$ cat config.mk
export PLATFORM = sky130hd
export DESIGN_NAME = clint_multi
export DESIGN_NICKNAME = d
export VERILOG_FILES = /design/src/rtl/clint_multi.sv
export SDC_FILE = /design/constraint.sdc
export NUM_CORES = 1
export LEC_CHECK = 0
export CAP_MARGIN = 25
export CORE_MARGIN = 2
export CORE_UTILIZATION = 56
export CTS_BUF_LIST = sky130_fd_sc_hd__clkbuf_8
export DETAILED_ROUTE_END_ITERATION = 7
export MAX_ROUTING_LAYER = met4
export PLACE_DENSITY = 0.83
export SLEW_MARGIN = 40
export SYNTH_ARGS = -nofsm -noshare
export SYNTH_HDL_FRONTEND = slang
export SYNTH_SLANG_ARGS = --single-unit
$ cat constraint.sdc
create_clock -name clk -period 3.2 [get_ports clk]
set_clock_uncertainty 0.2 [all_clocks]
set_input_delay 0.48 -clock clk [delete_from_list [all_inputs] [get_ports clk]]
set_output_delay 0.48 -clock clk [all_outputs]
set_load 0.02 [all_outputs]
$ cat src/rtl/clint_multi.sv
// Core-local interruptor: prescaled 64-bit mtime, per-hart mtimecmp/msip,
// registered mtip, single-cycle-ack MMIO slave.
module clint_multi #(
  parameter logic [31:0] CLINT_BASE = 32'h0200_0000,
  parameter int unsigned NUM_HARTS  = 1,
  parameter int unsigned TICK_DIV   = 1
) (
  input  logic                 clk,
  input  logic                 rst,
  input  logic                 req,
  input  logic                 we,
  input  logic [31:0]          addr,
  input  logic [31:0]          wdata,
  input  logic [3:0]           wstrb,
  output logic [31:0]          rdata,
  output logic                 ack,
  output logic                 err,
  output logic [NUM_HARTS-1:0] msip,
  output logic [NUM_HARTS-1:0] mtip,
  output logic [63:0]          mtime_o
);

  localparam int unsigned PW = (TICK_DIV > 1) ? $clog2(TICK_DIV) : 1;

  typedef enum logic [1:0] {
    SEL_NONE,
    SEL_MSIP,
    SEL_CMP,
    SEL_MTIME
  } sel_e;

  logic [63:0]          mtime_q, mtime_d;
  logic [PW-1:0]        presc_q, presc_d;
  logic [NUM_HARTS-1:0] msip_q, msip_d;
  logic [NUM_HARTS-1:0] mtip_q, mtip_d;
  logic [63:0]          cmp_q [NUM_HARTS];
  logic [63:0]          cmp_d [NUM_HARTS];
  logic                 ack_q, ack_d;
  logic                 err_q, err_d;
  logic [31:0]          rdata_q, rdata_d;

  sel_e        sel;
  logic [2:0]  hart_idx;
  logic        hi_half;
  logic [31:0] rd_val;
  logic        wr;
  logic        tick;
  logic        mtime_wr;

  function automatic logic [31:0] byte_merge(input logic [31:0] old_v,
                                             input logic [31:0] new_v,
                                             input logic [3:0]  be);
    logic [31:0] res;
    for (int unsigned b = 0; b < 4; b++) begin
      res[8*b +: 8] = be[b] ? new_v[8*b +: 8] : old_v[8*b +: 8];
    end
    return res;
  endfunction

  // Window hit plus alignment, then per-region hart-range check.
  always_comb begin
    sel      = SEL_NONE;
    hart_idx = '0;
    hi_half  = addr[2];
    if (addr[31:16] == CLINT_BASE[31:16] && addr[1:0] == 2'b00) begin
      if (addr[15:14] == 2'b00 && 32'(addr[13:2]) < NUM_HARTS) begin
        sel      = SEL_MSIP;
        hart_idx = addr[4:2];
      end else if (addr[15:14] == 2'b01 && 32'(addr[13:3]) < NUM_HARTS) begin
        sel      = SEL_CMP;
        hart_idx = addr[5:3];
      end else if (addr[15:3] == 13'h17FF) begin
        sel = SEL_MTIME;
      end
    end
  end

  always_comb begin
    rd_val = '0;
    case (sel)
      SEL_MSIP: begin
        for (int unsigned h = 0; h < NUM_HARTS; h++) begin
          if (32'(hart_idx) == h) rd_val = {31'd0, msip_q[h]};
        end
      end
      SEL_CMP: begin
        for (int unsigned h = 0; h < NUM_HARTS; h++) begin
          if (32'(hart_idx) == h) rd_val = hi_half ? cmp_q[h][63:32] : cmp_q[h][31:0];
        end
      end
      SEL_MTIME: rd_val = hi_half ? mtime_q[63:32] : mtime_q[31:0];
      default:   rd_val = '0;
    endcase
  end

  always_comb begin
    wr       = req && we;
    tick     = (presc_q == PW'(TICK_DIV - 1));
    mtime_wr = wr && (sel == SEL_MTIME) && (wstrb != 4'b0000);

    presc_d = tick ? '0 : presc_q + PW'(1);
    ack_d   = req;
    err_d   = req && (sel == SEL_NONE);
    rdata_d = req ? rd_val : rdata_q;
    msip_d  = msip_q;
    cmp_d   = cmp_q;
    mtip_d  = mtip_q;
    mtime_d = mtime_q;

    // A bus write to mtime replaces the increment for that cycle entirely.
    if (mtime_wr) begin
      if (hi_half) mtime_d[63:32] = byte_merge(mtime_q[63:32], wdata, wstrb);
      else         mtime_d[31:0]  = byte_merge(mtime_q[31:0],  wdata, wstrb);
    end else if (tick) begin
      mtime_d = mtime_q + 64'd1;
    end

    for (int unsigned h = 0; h < NUM_HARTS; h++) begin
      mtip_d[h] = (mtime_q >= cmp_q[h]);
      if (wr && sel == SEL_MSIP && 32'(hart_idx) == h && wstrb[0]) begin
        msip_d[h] = wdata[0];
      end
      if (wr && sel == SEL_CMP && 32'(hart_idx) == h) begin
        if (hi_half) cmp_d[h][63:32] = byte_merge(cmp_q[h][63:32], wdata, wstrb);
        else         cmp_d[h][31:0]  = byte_merge(cmp_q[h][31:0],  wdata, wstrb);
      end
    end
  end

  always_ff @(posedge clk) begin
    if (rst) begin
      mtime_q <= '0;
      presc_q <= '0;
      msip_q  <= '0;
      mtip_q  <= '0;
      cmp_q   <= '{default: '1};
      ack_q   <= 1'b0;
      err_q   <= 1'b0;
      rdata_q <= '0;
    end else begin
      mtime_q <= mtime_d;
      presc_q <= presc_d;
      msip_q  <= msip_d;
      mtip_q  <= mtip_d;
      cmp_q   <= cmp_d;
      ack_q   <= ack_d;
      err_q   <= err_d;
      rdata_q <= rdata_d;
    end
  end

  assign rdata   = rdata_q;
  assign ack     = ack_q;
  assign err     = err_q;
  assign msip    = msip_q;
  assign mtip    = mtip_q;
  assign mtime_o = mtime_q;

endmodule

==> flow_summary.toml <==
# generated from flow reports
[status]
status = "complete, but fails checks"
violations = "design-rule violations"

[cells_and_area]
fin_util_pct = 72.3
final_cell_mix = "clkdlybuf4s50_1, dfxtp_1, o21ai_0"
flops = 165
fill_cells = 1477
lay_top_count = "clkdlybuf4s50_1"
logic_area_um2 = 6580
n_antenna_cell = 0
clockBufferCount = 19
fin_cells = 1768
seq_area_um2 = 3300

[placed_design]
hpwl_mm = 26.6
placed_cell_area_um2 = 13100
gp_congestion = 0.934

[drt]
drt.antenna.violating_nets = 0
drc = 1
drt_iter0_markers = 1434
wl_met3_mm = 3.67
met2WireLength_mm = 17.4

[clocking]
post_cts_buffers = 0
cts_max_level = 4
cts_resized = 0
hold_buffers = 0

[yosys]
ys_top_cells_by_count = "dfxtp_1, o21ai_0, nor3_1"
async_flop_share_pct = 0
xor_share_pct = 0
synth_area_um2 = 10600
ys_seq_share_pct = 31.1
top_cell = "dfxtp_1"
top_logic_kind = "AND-OR/OR-AND gates"
syn_avg_cell_area_um2 = 7.98
ys_ff = 165
mux_share_pct = 7.57
yosys_most_used_dff = "dfxtp_1"
yosys_area_um2 = 10600
yosys.cell_types.count = 73

[global_routing]
grt_pass1_wl_mm = 58.5
grt_use_met3_pct = 6.92
grt_max_degree = 75

[pwr]
netSwitchingPower_mw = 1.13
p_sw_share_pct = 27.8
comb_power_share_pct = 11.4
power_mw = 4.08
clk-power_mw = 1.53
p_leak_nw = 5.70
p_seq_mw = 2.09

[critical_path]
critPathRequiredTime_ns = 3.37
cp_num_buf_inv = 2
start_kind = "input port"
cp_num_cells = 8
worst_r2r_path_depth = 8
worstReg2RegStart = "mtime_o[0]"

[final_timing]
maxSlewHeadroom_pct = 53.8
setup_slack_ns = 0.272

[min_path]
hp-class = "in -> reg"

[run]
drv_cap = 0
worst min path at each step:
stage | startpoint | endpoint | slack [ns] | depth (start not counted)
6_report | rst | rdata[26] | 0.21 | 2
5_1_grt | rst | rdata[25] | 0.20 | 2
4_1_cts | rst | rdata[25] | 0.19 | 2
3_5_place_dp | cmp_q[41] | cmp_q[41] | 0.28 | 2
3_3_place_gp | cmp_q[3] | cmp_q[3] | 0.27 | 2
2_1_floorplan | cmp_q[1] | cmp_q[1] | 0.26 | 2
worst register-to-register path: cells and delay by family (launching register included):
kind / cells / cell delay, ns
adder cells (fa/ha/maj): 1 / 0.21
AND/OR/NAND/NOR: 3 / 1.40
buffers and inverters: 1 / 0.23
flip-flops: 1 / 0.34
AND-OR/OR-AND: 3 / 0.40
Figure 1. Signal wires on met1.
Scale bar: 50 um. Supply wires on this layer in grey.
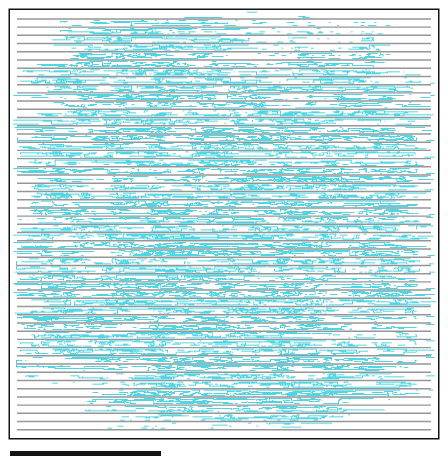
The layer carries 14800 um of wire. The wires run mostly horizontal. The longest straight run is 51.5 um. 1555 nets have wire on it. The layer holds 40% of the routed length.

Figure 2. Met2 routing.
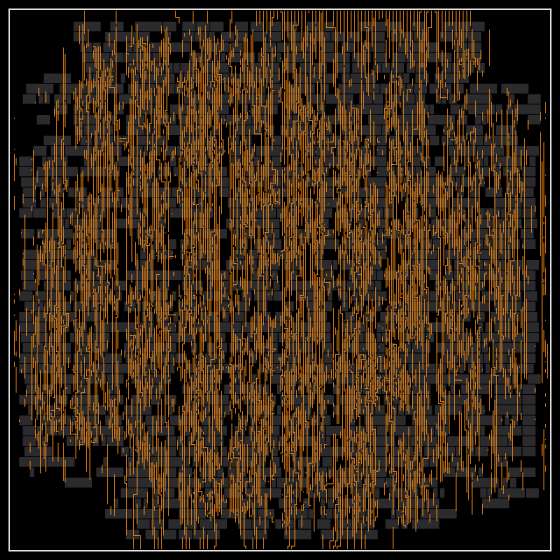
1430 nets have wire on it. The layer holds 47% of the routed length.
Routed Wire Length: 37.1 mm
GR Util met2: 58.9%
Via Count: 12000

Figure 3. The metal 3 layer.
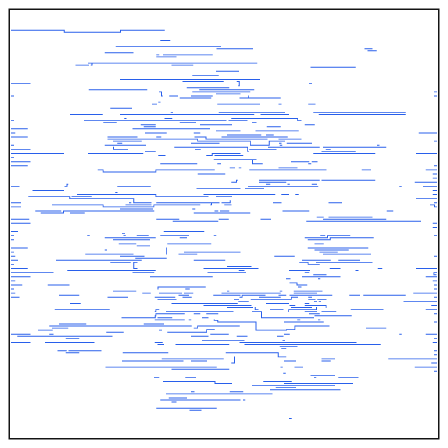
The layer carries 3670 um of wire. 264 nets have wire on it. The wires run mostly horizontal. The layer holds 9.9% of the routed length. The longest straight run is 55.7 um.

Figure 4. The metal 4 layer.
Supply wires on this layer in grey.
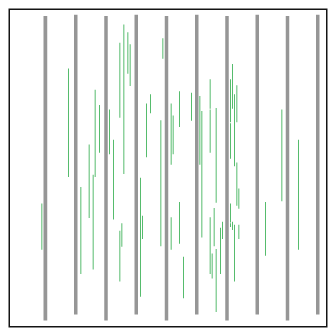
The longest straight run is 66.6 um. 46 nets have wire on it. The layer carries 1310 um of wire. The wires run mostly vertical.

